Figure 1. Metal 2.
Drawn at 3 px/um. Cells faint in the background.
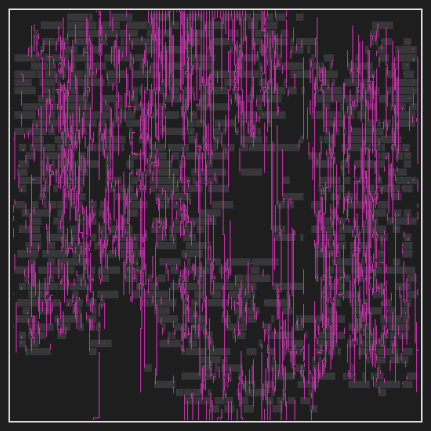
Figure 2. Congestion heat map.
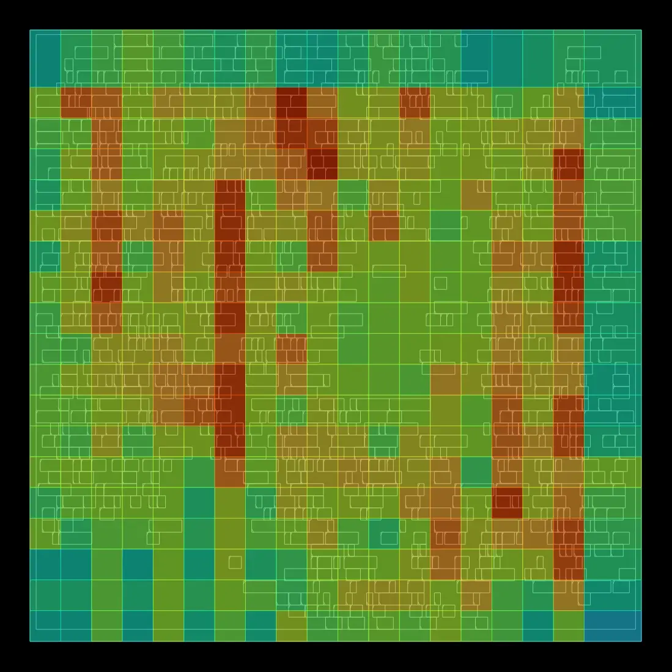
==> src/rtl/uart_burst_cmd_engine.sv <==
// Byte-stream command engine: parses opcode + address header from a UART receiver,
// then runs a word-wide write burst into memory or a read burst streamed back out.
module uart_burst_cmd_engine #(
  parameter int         ADDR_BYTES     = 2,
  parameter int         ADDR_WIDTH     = 16,
  parameter int         WORD_BYTES     = 8,
  parameter int         BURST_WORDS    = 32,
  parameter int         TIMEOUT_CYCLES = 50000,
  parameter logic [7:0] OP_WRITE       = 8'h00,
  parameter logic [7:0] OP_READ        = 8'h04
) (
  input  logic                    clk_in,
  input  logic                    rst_in,
  input  logic                    rx_valid_in,
  input  logic [7:0]              rx_data_in,
  output logic [7:0]              tx_data_out,
  output logic                    tx_valid_out,
  input  logic                    tx_ready_in,
  output logic [ADDR_WIDTH-1:0]   mem_addr_out,
  output logic [8*WORD_BYTES-1:0] mem_wdata_out,
  output logic                    mem_we_out,
  output logic                    mem_re_out,
  input  logic [8*WORD_BYTES-1:0] mem_rdata_in,
  input  logic                    mem_rvalid_in,
  output logic                    busy_out,
  output logic                    error_out,
  output logic [7:0]              timeout_count_out
);
  localparam int AW8  = 8 * ADDR_BYTES;
  localparam int DW   = 8 * WORD_BYTES;
  localparam int CMAX = (WORD_BYTES > ADDR_BYTES) ? WORD_BYTES : ADDR_BYTES;
  localparam int CW   = $clog2(CMAX + 1);
  localparam int WIW  = $clog2(BURST_WORDS + 1);
  localparam int TOW  = $clog2(TIMEOUT_CYCLES + 1);
  localparam logic [CW-1:0]  ADDR_LAST = CW'(ADDR_BYTES - 1);
  localparam logic [CW-1:0]  BYTE_LAST = CW'(WORD_BYTES - 1);
  localparam logic [WIW-1:0] WORD_LAST = WIW'(BURST_WORDS - 1);
  localparam logic [TOW-1:0] IDLE_LAST = TOW'(TIMEOUT_CYCLES - 1);

  typedef enum logic [2:0] {
    S_IDLE, S_ADDR, S_WDATA, S_WRITE, S_RD_REQ, S_RD_WAIT, S_RD_SEND
  } state_t;

  state_t           state_r, state_s;
  logic             is_read_r, is_read_s;
  logic [AW8-1:0]   addr_r, addr_s;
  logic [CW-1:0]    cnt_r, cnt_s;
  logic [WIW-1:0]   word_idx_r, word_idx_s;
  logic [DW-1:0]    word_r, word_s;
  logic [TOW-1:0]   idle_r, idle_s;
  logic [7:0]       tcount_r, tcount_s;
  logic             error_r, error_s;
  logic             timeout_s;

  function automatic logic [7:0] sat_inc(input logic [7:0] v);
    return (v == 8'hFF) ? v : v + 8'd1;
  endfunction

  // idle timer expires only while a header or write payload is half received
  assign timeout_s = (state_r == S_ADDR || state_r == S_WDATA) && !rx_valid_in
                     && (idle_r == IDLE_LAST);

  // next-state and datapath update; an arriving byte always clears the idle timer
  always_comb begin
    state_s    = state_r;
    is_read_s  = is_read_r;
    addr_s     = addr_r;
    cnt_s      = cnt_r;
    word_idx_s = word_idx_r;
    word_s     = word_r;
    idle_s     = '0;
    tcount_s   = tcount_r;
    error_s    = 1'b0;
    case (state_r)
      S_IDLE: begin
        if (rx_valid_in && (rx_data_in == OP_WRITE || rx_data_in == OP_READ)) begin
          is_read_s  = (rx_data_in == OP_READ);
          cnt_s      = '0;
          word_idx_s = '0;
          state_s    = S_ADDR;
        end else if (rx_valid_in) begin
          error_s = 1'b1;
        end else begin
          state_s = S_IDLE;
        end
      end
      S_ADDR: begin
        if (rx_valid_in) begin
          addr_s = (addr_r << 8) | AW8'(rx_data_in);
          if (cnt_r == ADDR_LAST) begin
            cnt_s   = '0;
            state_s = is_read_r ? S_RD_REQ : S_WDATA;
          end else begin
            cnt_s = cnt_r + CW'(1);
          end
        end else if (timeout_s) begin
          state_s  = S_IDLE;
          error_s  = 1'b1;
          tcount_s = sat_inc(tcount_r);
        end else begin
          idle_s = idle_r + TOW'(1);
        end
      end
      S_WDATA: begin
        if (rx_valid_in) begin
          word_s = {rx_data_in, word_r[DW-1:8]};
          if (cnt_r == BYTE_LAST) begin
            cnt_s   = '0;
            state_s = S_WRITE;
          end else begin
            cnt_s = cnt_r + CW'(1);
          end
        end else if (timeout_s) begin
          state_s  = S_IDLE;
          error_s  = 1'b1;
          tcount_s = sat_inc(tcount_r);
        end else begin
          idle_s = idle_r + TOW'(1);
        end
      end
      S_WRITE: begin
        word_idx_s = word_idx_r + WIW'(1);
        if (word_idx_r == WORD_LAST) begin
          state_s = S_IDLE;
        end else if (rx_valid_in) begin
          // the write uses word_r this cycle, so the new byte can shift in behind it
          word_s  = {rx_data_in, word_r[DW-1:8]};
          cnt_s   = CW'(1);
          state_s = S_WDATA;
        end else begin
          state_s = S_WDATA;
        end
      end
      S_RD_REQ: state_s = S_RD_WAIT;
      S_RD_WAIT: begin
        if (mem_rvalid_in) begin
          word_s  = mem_rdata_in;
          cnt_s   = '0;
          state_s = S_RD_SEND;
        end else begin
          state_s = S_RD_WAIT;
        end
      end
      S_RD_SEND: begin
        if (tx_ready_in) begin
          word_s = word_r >> 8;
          if (cnt_r == BYTE_LAST) begin
            cnt_s      = '0;
            word_idx_s = word_idx_r + WIW'(1);
            state_s    = (word_idx_r == WORD_LAST) ? S_IDLE : S_RD_REQ;
          end else begin
            cnt_s = cnt_r + CW'(1);
          end
        end else begin
          state_s = S_RD_SEND;
        end
      end
      default: state_s = S_IDLE;
    endcase
  end

  // state and datapath registers with synchronous reset
  always_ff @(posedge clk_in) begin
    if (rst_in) begin
      state_r    <= S_IDLE;
      is_read_r  <= 1'b0;
      addr_r     <= '0;
      cnt_r      <= '0;
      word_idx_r <= '0;
      word_r     <= '0;
      idle_r     <= '0;
      tcount_r   <= 8'h00;
      error_r    <= 1'b0;
    end else begin
      state_r    <= state_s;
      is_read_r  <= is_read_s;
      addr_r     <= addr_s;
      cnt_r      <= cnt_s;
      word_idx_r <= word_idx_s;
      word_r     <= word_s;
      idle_r     <= idle_s;
      tcount_r   <= tcount_s;
      error_r    <= error_s;
    end
  end

  assign mem_we_out        = (state_r == S_WRITE);
  assign mem_re_out        = (state_r == S_RD_REQ);
  assign tx_valid_out      = (state_r == S_RD_SEND);
  assign tx_data_out       = (state_r == S_RD_SEND) ? word_r[7:0] : 8'h00;
  assign mem_wdata_out     = word_r;
  assign mem_addr_out      = addr_r[ADDR_WIDTH-1:0] + ADDR_WIDTH'(word_idx_r);
  assign busy_out          = (state_r != S_IDLE);
  assign error_out         = error_r;
  assign timeout_count_out = tcount_r;
endmodule

==> config.mk <==
export PLATFORM = sky130hd
export DESIGN_NAME = uart_burst_cmd_engine
export DESIGN_NICKNAME = d
export VERILOG_FILES = /design/src/rtl/uart_burst_cmd_engine.sv
export SDC_FILE = /design/constraint.sdc
export NUM_CORES = 1
export LEC_CHECK = 0
export CORE_UTILIZATION = 32
export CTS_CLUSTER_SIZE = 8
export DETAILED_ROUTE_END_ITERATION = 7
export HOLD_SLACK_MARGIN = 0.12
export SETUP_SLACK_MARGIN = 0.15
export SLEW_MARGIN = 20
export SYNTH_ARGS = -nofsm -noshare
export SYNTH_HDL_FRONTEND = slang
export SYNTH_SLANG_ARGS = --single-unit
==> constraint.sdc <==
create_clock -name clk_in -period 2.6 [get_ports clk_in]
set_clock_uncertainty 0.2 [all_clocks]
set_input_delay 0.26 -clock clk_in [delete_from_list [all_inputs] [get_ports clk_in]]
set_output_delay 0.26 -clock clk_in [all_outputs]
set_load 0.1 [all_outputs]
==> flow_summary.yaml <==
# synthesis and place-and-route metrics
outcome:
  outcome: "complete, but fails checks"
  violations: "setup timing"
worst_hold_path:
  hold_path_end: "mem_wdata_out[42]$_SDFFE_PP0P_"
routing:
  dr_wl_met2_um: 8829
  antenna_left: 0
  first_iter_violations: 285
  wl_met1_um: 8364
  vias_per_cell: 5.050
floorplanning:
  chipHeight_um: 137.0
  row_count: 49
  die_area_mm2: 0.01877
  die_w_um: 137.0
cells_and_area:
  lay_top_cells: "nand2_1, buf_4, dfxtp_1"
  flop_area_mm2: 0.002405
  lay_top_count: "nand2_1"
  drive_gt1_share_pct: 26.28
power_and_ir_drop:
  irDropWorstVdd_v: 0.0004977
  power_leader: "clock"
  power_density_mw_per_mm2: 478.6
logic_synthesis:
  netlist_top_cells_count: "nand2_1, dfxtp_1, nor2_1, a311oi_1, a21oi_1"
  top_area_share_pct: 40.84
  ys_async_sr_fraction_pct: 0
  yosys.stat.seqShare_pct: 40.84
  synthSimpleGateAreaFrac_pct: 27.91
  ys_cells: 732
grt:
  grt_use_met1_pct: 26.40
timing:
  worst_slack_ps: -108.1
  rsz0062_at_grt: "true"
  setup_viol: 8
  fmax_mhz: 369.3
  slew_violations: 0
cts:
  numCtsBuffers: 17
  clock-sinks: 119
critical_path:
  r2r-end: "cnt_r[1]$_SDFFE_PP0P_"
  startpoint: "word_idx_r[0]$_SDFFE_PP0P_"
  rr_worst_depth: 8
  path_depth: 8
placement:
  dp.cells: 1120
flow_run:
  tool_warnings: 30
## Picture notes: Figure 1
822 nets have wire on it. The wires run mostly vertical. The longest straight run is 75.8 um. The layer holds 47% of the routed length. The layer carries 8830 um of wire.
GR met2 Demand/Resource: 32.46%
WL final: 18810 um

## Picture notes: Figure 2
drt wl/cell: 16.15 um
Core Util, Final: 51.16%
met3 Resource Use GR: 4.889%
Total GRT Usage: 20.08%
most used routing layer: met2

what timing repair did:
item / 4_1_cts / 5_1_grt
hold buffers: 1 / 0
pin swaps: 11 / 12
buffers inserted: 9 / 3
resized: 30 / 5
endpoints found under the hold margin: 12 / 0
setup endpoints to repair: 12 / 29
flip-flops by register name, summed over array words and instances, names as in the netlist:
register and flops:
mem_wdata_out 64, addr_r 16, idle_r 16, timeout_count_out 8, word_idx_r 6, cnt_r 4
state_r 3, error_out 1, is_read_r 1
layout make-up:
cell class                 count  area share (%)
timing repair buffer         221           24.37
clock inverter                13           1.585
inverter                      10          0.4098
sequential                   119           26.26
tap                          229           3.128
clock buffer                  19           4.836
multi-input combinational    554           39.41
